**src/rtl/i2c_cpu_bridge.sv**
```systemverilog
// CPU-side front end for an I2C master: TX/RX byte FIFOs, latched transfer setup
// registers, and a small sequencer driving one transfer through a start/ack handshake.
module i2c_cpu_bridge #(
  parameter int TX_DEPTH = 8,
  parameter int RX_DEPTH = 8,
  parameter int DATA_W   = 8
) (
  input  logic                      CLK,
  input  logic                      RST,
  input  logic                      RESET,
  input  logic                      ABORT,
  input  logic                      TX_IE,
  input  logic                      RX_IE,
  input  logic                      INT_CLR,
  input  logic                      START,
  input  logic                      ADR_MOD,
  input  logic                      RW_MOD,
  input  logic [1:0]                BPS,
  input  logic [9:0]                slave_addr,
  input  logic [7:0]                num_bytes,
  input  logic [DATA_W-1:0]         tx_data,
  input  logic                      tx_wr,
  input  logic                      rx_rd,
  output logic [DATA_W-1:0]         rx_data,
  output logic                      tx_full,
  output logic                      rx_empty,
  output logic [$clog2(TX_DEPTH):0] tx_level,
  output logic [$clog2(RX_DEPTH):0] rx_level,
  output logic                      busy,
  output logic                      err_underrun,
  output logic                      err_overflow,
  output logic                      err_len,
  output logic [9:0]                slave_addr_reg,
  output logic [7:0]                byte_cnt_reg,
  output logic [DATA_W-1:0]         transmit_data,
  output logic [5:0]                config_reg,
  output logic [7:0]                mode_reg,
  input  logic                      start_ack,
  input  logic                      transmit_data_requested,
  input  logic                      received_data_valid,
  input  logic [DATA_W-1:0]         received_data
);

  localparam int TX_AW = $clog2(TX_DEPTH);
  localparam int RX_AW = $clog2(RX_DEPTH);
  localparam logic [TX_AW:0]   TX_FULL_LVL = (TX_AW + 1)'(TX_DEPTH);
  localparam logic [RX_AW:0]   RX_FULL_LVL = (RX_AW + 1)'(RX_DEPTH);
  localparam logic [TX_AW:0]   TX_CNT_ONE  = (TX_AW + 1)'(1);
  localparam logic [RX_AW:0]   RX_CNT_ONE  = (RX_AW + 1)'(1);
  localparam logic [TX_AW-1:0] TX_PTR_ONE  = TX_AW'(1);
  localparam logic [RX_AW-1:0] RX_PTR_ONE  = RX_AW'(1);

  localparam logic [1:0] IDLE     = 2'd0;
  localparam logic [1:0] WAIT_ACK = 2'd1;
  localparam logic [1:0] XFER     = 2'd2;
  localparam logic [1:0] DONE     = 2'd3;

  logic [1:0]        state_r, state_nx_s;
  logic [7:0]        xfer_cnt_r;
  logic [DATA_W-1:0] tx_mem_r [TX_DEPTH];
  logic [DATA_W-1:0] rx_mem_r [RX_DEPTH];
  logic [TX_AW-1:0]  tx_wp_r, tx_rp_r;
  logic [RX_AW-1:0]  rx_wp_r, rx_rp_r;
  logic [TX_AW:0]    tx_cnt_r;
  logic [RX_AW:0]    rx_cnt_r;
  logic              err_un_r, err_ov_r, err_len_r;
  logic              go_r, abort_p_r, cfg_reset_r, cfg_txie_r, cfg_rxie_r, cfg_intclr_r;
  logic [9:0]        addr_r;
  logic [7:0]        nbytes_r, mode_r;
  logic [DATA_W-1:0] tdata_r;

  logic abort_s, ack_s, start_ok_s, len_err_s, xfer_ok_s, wr_mode_s;
  logic byte_req_s, byte_val_s, byte_done_s, last_byte_s;
  logic tx_push_s, tx_pop_s, underrun_s, rx_push_s, rx_pop_s, overflow_s;
  logic tx_empty_s, rx_full_s;

  assign tx_empty_s = (tx_cnt_r == '0);
  assign rx_full_s  = (rx_cnt_r == RX_FULL_LVL);
  assign wr_mode_s  = ~mode_r[0];

  // ABORT and RESET pre-empt any handshake or strobe arriving in the same cycle.
  assign abort_s     = ABORT & ~RESET & ((state_r == WAIT_ACK) | (state_r == XFER));
  assign ack_s       = start_ack & ~RESET & ~ABORT & (state_r == WAIT_ACK);
  assign start_ok_s  = START & ~RESET & (state_r == IDLE) & (num_bytes != 8'd0);
  assign len_err_s   = START & ~RESET & (state_r == IDLE) & (num_bytes == 8'd0);
  assign xfer_ok_s   = ~RESET & ~ABORT & (state_r == XFER);
  assign byte_req_s  = xfer_ok_s & wr_mode_s & transmit_data_requested;
  assign byte_val_s  = xfer_ok_s & ~wr_mode_s & received_data_valid;
  assign byte_done_s = byte_req_s | byte_val_s;
  assign last_byte_s = byte_done_s & ((xfer_cnt_r + 8'd1) == nbytes_r);

  assign tx_pop_s   = byte_req_s & ~tx_empty_s;
  assign underrun_s = byte_req_s & tx_empty_s;
  assign tx_push_s  = tx_wr & ~RESET & (~tx_full | tx_pop_s);
  assign rx_pop_s   = rx_rd & ~RESET & ~rx_empty;
  assign rx_push_s  = byte_val_s & (~rx_full_s | rx_pop_s);
  assign overflow_s = byte_val_s & rx_full_s & ~rx_pop_s;

  assign tx_full        = (tx_cnt_r == TX_FULL_LVL);
  assign rx_empty       = (rx_cnt_r == '0);
  assign tx_level       = tx_cnt_r;
  assign rx_level       = rx_cnt_r;
  assign rx_data        = rx_empty ? '0 : rx_mem_r[rx_rp_r];
  assign busy           = (state_r != IDLE);
  assign err_underrun   = err_un_r;
  assign err_overflow   = err_ov_r;
  assign err_len        = err_len_r;
  assign slave_addr_reg = addr_r;
  assign byte_cnt_reg   = nbytes_r;
  assign transmit_data  = tdata_r;
  assign mode_reg       = mode_r;
  assign config_reg     = {cfg_reset_r, abort_p_r, cfg_txie_r, cfg_rxie_r, cfg_intclr_r, go_r};

  // Sequencer next-state decode.
  always_comb begin
    state_nx_s = state_r;
    if (RESET) begin
      state_nx_s = IDLE;
    end else begin
      case (state_r)
        IDLE:     if (start_ok_s) state_nx_s = WAIT_ACK; else state_nx_s = IDLE;
        WAIT_ACK: if (ABORT) state_nx_s = IDLE; else if (ack_s) state_nx_s = XFER; else state_nx_s = WAIT_ACK;
        XFER:     if (ABORT) state_nx_s = IDLE; else if (last_byte_s) state_nx_s = DONE; else state_nx_s = XFER;
        DONE:     state_nx_s = IDLE;
        default:  state_nx_s = IDLE;
      endcase
    end
  end

  // Sequencer state, byte counter, setup registers and config flags.
  always_ff @(posedge CLK or posedge RST) begin
    if (RST) begin
      state_r      <= IDLE;
      xfer_cnt_r   <= 8'd0;
      go_r         <= 1'b0;
      abort_p_r    <= 1'b0;
      cfg_reset_r  <= 1'b0;
      cfg_txie_r   <= 1'b0;
      cfg_rxie_r   <= 1'b0;
      cfg_intclr_r <= 1'b0;
      addr_r       <= 10'd0;
      nbytes_r     <= 8'd0;
      mode_r       <= 8'd0;
      tdata_r      <= '0;
    end else begin
      state_r      <= state_nx_s;
      abort_p_r    <= abort_s;
      cfg_reset_r  <= RESET;
      cfg_txie_r   <= TX_IE;
      cfg_rxie_r   <= RX_IE;
      cfg_intclr_r <= INT_CLR;
      if (RESET || abort_s || ack_s) go_r <= 1'b0;
      else if (start_ok_s)           go_r <= 1'b1;
      if (start_ok_s) begin
        addr_r   <= slave_addr;
        nbytes_r <= num_bytes;
        mode_r   <= {4'b0000, BPS, ADR_MOD, RW_MOD};
      end
      if (ack_s)            xfer_cnt_r <= 8'd0;
      else if (byte_done_s) xfer_cnt_r <= xfer_cnt_r + 8'd1;
      if (tx_pop_s)        tdata_r <= tx_mem_r[tx_rp_r];
      else if (underrun_s) tdata_r <= '0;
    end
  end

  // Sticky error flags; a same-cycle set beats INT_CLR.
  always_ff @(posedge CLK or posedge RST) begin
    if (RST) begin
      err_un_r  <= 1'b0;
      err_ov_r  <= 1'b0;
      err_len_r <= 1'b0;
    end else begin
      err_un_r  <= underrun_s | (err_un_r  & ~INT_CLR);
      err_ov_r  <= overflow_s | (err_ov_r  & ~INT_CLR);
      err_len_r <= len_err_s  | (err_len_r & ~INT_CLR);
    end
  end

  // TX FIFO pointers and occupancy.
  always_ff @(posedge CLK or posedge RST) begin
    if (RST) begin
      tx_wp_r  <= '0;
      tx_rp_r  <= '0;
      tx_cnt_r <= '0;
    end else if (RESET) begin
      tx_wp_r  <= '0;
      tx_rp_r  <= '0;
      tx_cnt_r <= '0;
    end else begin
      if (tx_push_s) tx_wp_r <= tx_wp_r + TX_PTR_ONE;
      if (tx_pop_s)  tx_rp_r <= tx_rp_r + TX_PTR_ONE;
      if (tx_push_s && !tx_pop_s)      tx_cnt_r <= tx_cnt_r + TX_CNT_ONE;
      else if (!tx_push_s && tx_pop_s) tx_cnt_r <= tx_cnt_r - TX_CNT_ONE;
    end
  end

  // RX FIFO pointers and occupancy.
  always_ff @(posedge CLK or posedge RST) begin
    if (RST) begin
      rx_wp_r  <= '0;
      rx_rp_r  <= '0;
      rx_cnt_r <= '0;
    end else if (RESET) begin
      rx_wp_r  <= '0;
      rx_rp_r  <= '0;
      rx_cnt_r <= '0;
    end else begin
      if (rx_push_s) rx_wp_r <= rx_wp_r + RX_PTR_ONE;
      if (rx_pop_s)  rx_rp_r <= rx_rp_r + RX_PTR_ONE;
      if (rx_push_s && !rx_pop_s)      rx_cnt_r <= rx_cnt_r + RX_CNT_ONE;
      else if (!rx_push_s && rx_pop_s) rx_cnt_r <= rx_cnt_r - RX_CNT_ONE;
    end
  end

  // FIFO storage; contents are only meaningful behind the pointers.
  always_ff @(posedge CLK) begin
    if (tx_push_s) tx_mem_r[tx_wp_r] <= tx_data;
    if (rx_push_s) rx_mem_r[rx_wp_r] <= received_data;
  end

endmodule

```
**config.mk**
```make
export PLATFORM = sky130hd
export DESIGN_NAME = i2c_cpu_bridge
export DESIGN_NICKNAME = d
export VERILOG_FILES = /design/src/rtl/i2c_cpu_bridge.sv
export SDC_FILE = /design/constraint.sdc
export NUM_CORES = 1
export LEC_CHECK = 0
export CAP_MARGIN = 20
export CORE_MARGIN = 4
export CORE_UTILIZATION = 55
export DETAILED_ROUTE_END_ITERATION = 6
export PLACE_DENSITY = 0.87
export REMOVE_ABC_BUFFERS = 1
export SKIP_CTS_REPAIR_TIMING = 1
export SLEW_MARGIN = 20
export SYNTH_ARGS = -nofsm -noshare
export SYNTH_HDL_FRONTEND = slang
export SYNTH_SLANG_ARGS = --single-unit
```
**constraint.sdc**
```tcl
create_clock -name CLK -period 3.7 [get_ports CLK]
set_clock_uncertainty 0.15 [all_clocks]
set_input_delay 0.555 -clock CLK [delete_from_list [all_inputs] [get_ports CLK]]
set_output_delay 0.555 -clock CLK [all_outputs]
set_load 0.01 [all_outputs]
```
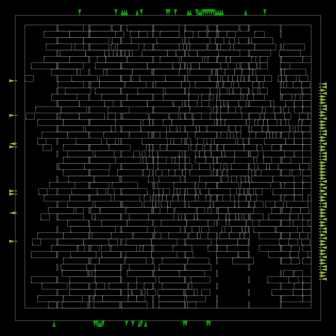
Fig. 1. Placed standard cells (run 1).
filler cell count in the final layout: 978
utilization of the core after routing: 68.5%
n_taps: 188
Cell Rows: 45

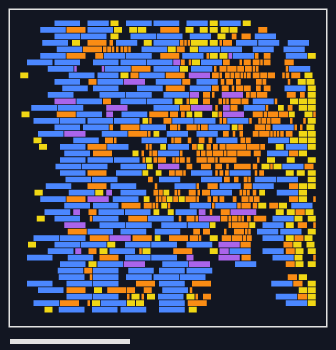
Fig. 2. Placement by cell class (run 1).
Bar = 50 µm.
legend:
  blue:
    class: flops
    cells: 197
  yellow:
    class: other buffers and delay cells
    cells: 134
  purple:
    class: clock drivers and dummy loads
    cells: 31
  orange:
    class: combinational and other logic
    cells: 319
Final Instance Area: 10400 µm²
standard cell core area: 15100 µm²
sequential cell area share: 53.7%

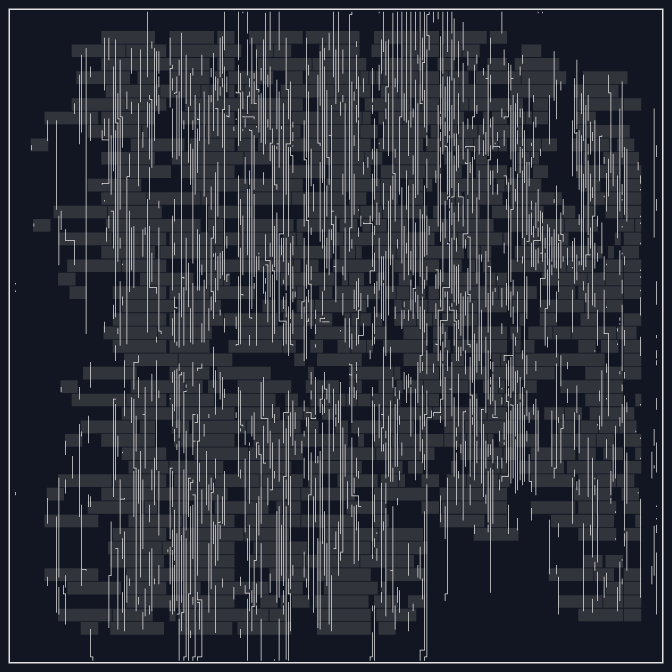
Fig. 3. M2 wires (run 1).
Cells faint in the background.
nets with wire on the layer: 664
longest straight run: 57.8 µm
share of all routed wire: 52%
main direction: vertical
final wirelength: 17100 µm
total number of vias: 4945
met2 track utilization from global routing: 34.9%

==> results.txt, run 1 <==
Results of the full flow below.

Layout:
- The run puts the logic share of the area at 25.7%.
- Among logic cells in the layout, the one with the most instances is sky130_fd_sc_hd__edfxtp_1.

GRT:
- The run gives the global-route met1 utilization as about a quarter.
- The run puts the wire length of the first global-routing pass at 27600 µm.
- The initial antenna violation count was 0.
- The run gives the global-route track usage on met3 as ~4.9%.
- The global router reports that the layer with the highest usage is met2.
- The run puts the overall routing resource usage at about a fifth.

Drt:
- Routed signal wires occupy layers up through met4.
- The run gives the total length of routed met3 wires as roughly 820 µm.
- The run puts the routed length on met2 at between 8000 and 9000 µm.
- The run gives the number of DRC violations after detailed routing as 0.
- In the log, the iteration count for the first detailed-route pass is 5.

Power:
- The sequential power reported by the tool is between 2000 and 3000 µW.
- Of all power groups, the one with the highest power is sequential cells.
- Per the power-grid run, VDD falls by no more than around 0.31 mV.
- The script computed the net switching share of total power as around a quarter.
- The run puts the register share of total power at a little under half.

Synth:
- For reference, the top cells by area after synthesis are sky130_fd_sc_hd__edfxtp_1, sky130_fd_sc_hd__dfrtp_1, sky130_fd_sc_hd__mux4_2.
- The run gives the main flop type after synthesis as sky130_fd_sc_hd__edfxtp_1.
- For reference, the top cells by count after synthesis are sky130_fd_sc_hd__edfxtp_1, sky130_fd_sc_hd__dfrtp_1, sky130_fd_sc_hd__nor2_1, sky130_fd_sc_hd__mux4_2, sky130_fd_sc_hd__nand2_1.
- The run gives the total of warnings raised by yosys as 0.
- For reference, simple AND, OR, NAND and NOR cells occupy about 8.5% of the area reported after synthesis.
- The synthesized netlist contains 53 unique library cells.
- The synthesized design spends more area on one cell type than any other, namely sky130_fd_sc_hd__edfxtp_1.
- The run puts the number of flops mapped to enable cells by yosys at 128.
- The run gives the share of the yosys chip area belonging to registers as between 60% and 70%.
- The run puts the post-synthesis instance area at 8460 µm².
- The run gives the largest family of logic cells by area as multiplexers.

Place:
- The run gives the number of I/O port buffers as ~110.
- The run puts the placer's final routability congestion estimate at 0.846.

Clock network:
- The clock passes through at most 2 buffers.
- The clock tree has to reach 197 sinks.
- The root buffer cell chosen for the clock tree is sky130_fd_sc_hd__clkbuf_16.
- The run gives the clock latency of the later-clocked register in the worst-skew pair as about 420 ps.
- The timing report gives the clock slew at the launch and capture registers of the worst setup and hold paths as approximately 70 ps.

Run status:
- The flow ran to the end, and the final reports show no timing, DRC or antenna violations.

Setup path:
- The run gives the sort of element at the end of the critical path as a flop.
- The run gives the family with the most delay on the worst path as AND-OR/OR-AND gates.
- The run gives the data required time of the worst path as around 3900 ps.

Floorplanning:
- According to the floorplan report, the die height is 132 µm.
- According to the floorplan report, the total die area is approximately 17000 µm².

STA:
- The run gives the number of setup violations in the final report as 0.
- The run gives the relative slew slack as between 20% and 30%.
- The run gives the share of the clock period used by the worst path as around 86%.
[run 1: final timing paths]
| check | start | end | slack, ps | cells after the start |
|---|---|---|---|---|
| max | state_r[0] | rx_level[3] | 520 | 11 |
| min | transmit_data[3] | transmit_data[3] | 330 | 2 |
| max reg2reg | state_r[0] | rx_level[3] | 520 | 11 |
| min reg2reg | transmit_data[3] | transmit_data[3] | 330 | 2 |
| max in group asynchronous | RST | transmit_data[4] | 2710 | 3 |
| min in group asynchronous | RST | transmit_data[1] | 380 | 3 |
[run 1: stage by stage]
stage                     cells  area, µm²  util (%)  hold WS [ps]  power (µW)
after floorplan             516       8290         -           366        3250
after global placement      838       9820      64.8           318        3790
after detailed placement    838       9820      64.8           330        3840
after CTS                   869      10400      68.5           337        5590
after global routing        869      10400      68.5           364        5780
final                       869      10400      68.5           333        5530
==> run 2: changes to the inputs <==
--- a/config.mk
+++ b/config.mk
@@ -6,9 +6,9 @@
 export NUM_CORES = 1
 export LEC_CHECK = 0
 export CAP_MARGIN = 20
-export CORE_MARGIN = 4
 export CORE_UTILIZATION = 55
 export DETAILED_ROUTE_END_ITERATION = 6
+export HOLD_SLACK_MARGIN = 0.03
 export PLACE_DENSITY = 0.87
 export REMOVE_ABC_BUFFERS = 1
 export SKIP_CTS_REPAIR_TIMING = 1
==> constraint.sdc (replaced) <==
create_clock -name CLK -period 4.1 [get_ports CLK]
set_clock_uncertainty 0.15 [all_clocks]
set_input_delay 0.615 -clock CLK [delete_from_list [all_inputs] [get_ports CLK]]
set_output_delay 0.615 -clock CLK [all_outputs]
set_load 0.01 [all_outputs]
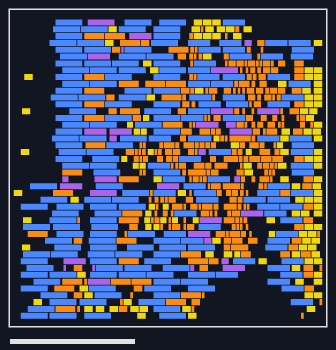
Fig. 4. Placement by cell class (run 2).
Bar = 50 µm.
sequential cell area share: 53.7%
Cell Rows: 44

==> run 2 against run 1 <==
Against the previous run:
- final area about the same
- critical path depth down 7
- clock-buffer cell count down 1
- setup slack better by 370 ps
- register-to-register slack better by 460 ps
- critical path type is now reg -> out
- critical endpoint is now rx_data[1]
==> results.txt, run 2 <==
Results of the full flow below.

Synth:
- List of most frequent post-synthesis cells: sky130_fd_sc_hd__edfxtp_1, sky130_fd_sc_hd__dfrtp_1, sky130_fd_sc_hd__nor2_1, sky130_fd_sc_hd__mux4_2, sky130_fd_sc_hd__nand2_1 (unchanged).
- The run gives the share of the yosys chip area belonging to registers as 65.8% (unchanged).
- The largest family of logic cells by area is multiplexers (unchanged).

Drt:
- The run puts the overall via count from detail_route at 4934 (was 4945).
- The total wirelength of the detailed-routed design came to 16300 µm (was 17100 µm).
- The run puts the total iterations of the first detailed-routing run at 4 (was 5).

Hold path:
- The run gives the worst hold endpoint as transmit_data[1] (was transmit_data[3]).
- The run puts the cell depth of the worst hold path at 2 (unchanged).
- The startpoint of the tightest hold check path is transmit_data[1] (was transmit_data[3]).

Setup path:
- The run gives the launch instance of the worst register-to-register path as state_r[0] (unchanged).
- The data required time of the worst path came to 3340 ps (was 3850 ps).
- The sort of element at the end of the critical path was a primary output (was flop).
- The run gives the reg-to-reg critical path endpoint as rx_level[3] (unchanged).
- The run gives the number of cells traversed by the worst register-to-register path as 11 (unchanged).
- The run gives the critical path startpoint as rx_rp_r[1] (was state_r[0]).

Floorplanning:
- The chip height was 126 µm (was 132 µm).
- The run gives the area enclosed by the die boundary as 15900 µm² (was 17400 µm²).

Layout:
- The run gives the share of the core filled with cells as 70.3% (was 68.5%).
- The run puts the cell area after layout at 10400 µm² (about the same).

Place:
- The run gives the standard cell area after detailed placement as 9770 µm² (was 9820 µm²).
- The run puts the number of cells after detailed placement at 830 (was 838).
- The number of I/O port buffers is 108 (unchanged).

Run status:
- Status: completed (unchanged).

Clock network:
- The run puts the maximum clock path buffer count at 2 (unchanged).
- The count of clock tree sinks was 197 (unchanged).
- The run gives the clock latency of the later-clocked register in the worst-skew pair as 430 ps (was 420 ps).

GRT:
- The initial antenna violation count was 0 (unchanged).
- The run gives the wire length of the first global-routing pass as 26500 µm (was 27600 µm).

STA:
- The run puts the number of setup violations in the final report at 0 (unchanged).
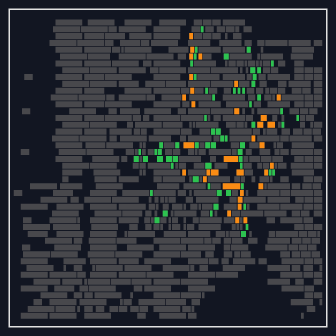
Fig. 5. Selected gate families (run 2).
legend:
  green:
    family: NAND gates
    cells: 62
  orange:
    family: inverting AOI/OAI gates
    cells: 33
most common cell after layout, fill and taps aside: sky130_fd_sc_hd__edfxtp_1
non-filler cells in the finished layout: 862
multi-input logic portion of the cell area: 25.7%

run 2: cell count changes in the layout (fill, tap and decap cells not counted), sizes merged:
cell      previous run  this run
clkinv               4         5
bufinv               1         3
clkinvlp             3         2
clkbuf              19        18
buf                 26        22
run 2: report_power, final:
part | internal (µW) | switching (µW)
clock network | 966 | 717
logic | 594 | 466
registers | 2230 | 121
total | 3790 | 1300
run 2: area by class of cell:
cell class,count,share of cell area (%)
flip-flops and latches,197,53.7
repair buffers,130,12.0
inverters,15,0.555
well taps,184,2.22
clock buffers,18,4.14
clock inverters,14,1.66
multi-input cells,304,25.7
run 2: layer usage:
metal	global-route usage [%]	vias to the layer above	share of wire, %
met5	0	-	0
met4	8.58	0	1.7
met3	4.76	21	4.8
met2	37.6	157	51
met1	28.4	2503	43
li1	-	2253	-
==> run 3: changes to the inputs <==
--- a/config.mk
+++ b/config.mk
@@ -6,10 +6,10 @@
 export NUM_CORES = 1
 export LEC_CHECK = 0
 export CAP_MARGIN = 20
-export CORE_UTILIZATION = 55
+export CORE_UTILIZATION = 50
 export DETAILED_ROUTE_END_ITERATION = 6
 export HOLD_SLACK_MARGIN = 0.03
-export PLACE_DENSITY = 0.87
+export PLACE_DENSITY = 0.83
 export REMOVE_ABC_BUFFERS = 1
 export SKIP_CTS_REPAIR_TIMING = 1
 export SLEW_MARGIN = 20
==> constraint.sdc (replaced) <==
create_clock -name CLK -period 2.68 [get_ports CLK]
set_clock_uncertainty 0.15 [all_clocks]
set_input_delay 0.402 -clock CLK [delete_from_list [all_inputs] [get_ports CLK]]
set_output_delay 0.402 -clock CLK [all_outputs]
set_load 0.01 [all_outputs]
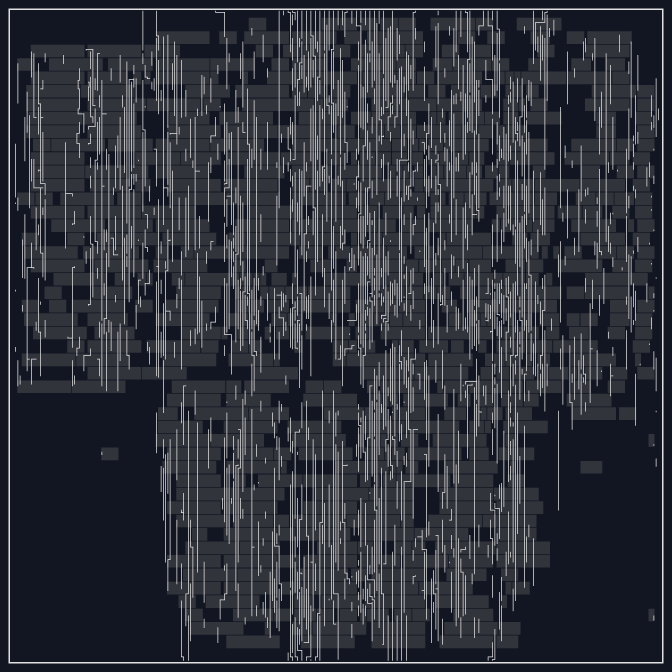
Fig. 6. M2 wires (run 3).
Cells faint in the background.
share of all routed wire: 52%
main direction: vertical
total number of vias: 5040
final wirelength: 17300 µm
met2 track utilization from global routing: 36.2%

==> run 3 against run 2 <==
Against the previous run:
- sequential share of layout area is 1.9 points lower
- sequential power is 52% higher
- worst hold slack worse by 130 ps
- largest cell class unchanged
- critical endpoint is now rx_data[4]
- largest power group unchanged
- global-route usage is 1.1 points lower
==> results.txt, run 3 <==
Results of the full flow below.

Floorplanning:
- The run puts the number of cell rows at 47 (was 44).

Setup path:
- The run gives the critical path endpoint as rx_data[4] (was rx_data[1]).
- The run gives the reg-to-reg critical path endpoint as rx_level[3] (unchanged).
- The cell count along the critical path was 7 (was 4).
- The run gives the number of cells traversed by the worst register-to-register path as 11 (unchanged).
- The run gives the data required time of the worst path as 2130 ps (was 3340 ps).
- The run gives the sort of element at the end of the critical path as a primary output (unchanged).

Clock network:
- The clock-pin slew of the registers on the worst-case setup and hold paths was 70 ps (about the same).
- The run puts the count of clock tree sinks at 197 (unchanged).

STA:
- The run puts the number of setup violations in the final report at 0 (unchanged).
- The run gives the worst hold margin as 217 ps (was 348 ps).
- The relative slew slack came to 52.0% (was 29.2%).

Drt:
- The run puts the total iterations of the first detailed-routing run at 4 (unchanged).
- The run puts the total length of routed met3 wires at 743 µm (was 776 µm).
- The run gives the wire length on met1 as 7230 µm (was 6930 µm).
- The top metal layer carrying routed signals was met4 (unchanged).

Synth:
- The run gives the largest family of logic cells by area as multiplexers (unchanged).
- The library cell occupying the most area in the post-synthesis netlist was sky130_fd_sc_hd__edfxtp_1 (unchanged).
- The run gives the distinct cell type count of the synthesized netlist as 53 (unchanged).
- The run puts the share of the yosys chip area belonging to registers at 65.8% (unchanged).
- The synthesized-area fraction occupied by and/or/nand/nor cells is 8.52% (unchanged).
- The main flop type after synthesis is sky130_fd_sc_hd__edfxtp_1 (unchanged).

Power:
- The run puts the net switching power at 2140 µW (was 1300 µW).
- The run gives the switching fraction of total power as 26.9% (was 25.6%).
- The run gives the register share of total power as 45.1% (was 46.1%).

Layout:
- The run gives the top logic cell by instance count in the layout as sky130_fd_sc_hd__edfxtp_1 (unchanged).
- The run puts the count of filler cells inserted in the layout at 1131 (was 910).

GRT:
- The layer with the highest usage is met2 (unchanged).
- The run gives the overall routing resource usage as 21.2% (was 22.3%).
- The run puts the wire length of the first global-routing pass at 27800 µm (was 26500 µm).

Run status:
- Status: completed (unchanged).
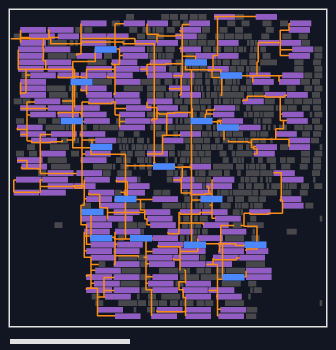
Fig. 7. Clock network drawn from the DEF (run 3).
Bar = 50 µm.
legend:
  blue:
    item: clock drivers
    count: 17
  orange:
    item: clock wires
    length: 1970 µm
  purple:
    item: flip-flops
    count: 197
routed clock nets: 18
flops lie: all over the die
clock latency reported for the late side of the worst-skew pair: 430 ps
Clock Power: 2530 µW

==> run 3: final cells by class <==
class | instances | area, µm² | area share (%)
multi-input cells | 304 | 2720 | 25.3
clock inverters | 14 | 153 | 1.42
inverters | 15 | 56.3 | 0.523
repair buffers | 161 | 1550 | 14.4
well taps | 220 | 275 | 2.56
flip-flops and latches | 197 | 5570 | 51.8
clock buffers | 18 | 439 | 4.08
==> run 3: metrics by stage <==
stage               TNS, ps  setup slack [ps]  power, µW  util (%)  instance area [µm²]
global route           -238              -155       8250      65.1                10800
CTS                   -1340              -187       7900      64.4                10600
detailed placement    -2150              -415       5370      60.8                10000
floorplan             -1350              -580       4480         -                 8290
global placement      -1200              -301       5300      60.8                10000
finish                    0              42.4       7930      65.1                10800
Power is estimated from default activity; no workload was simulated.
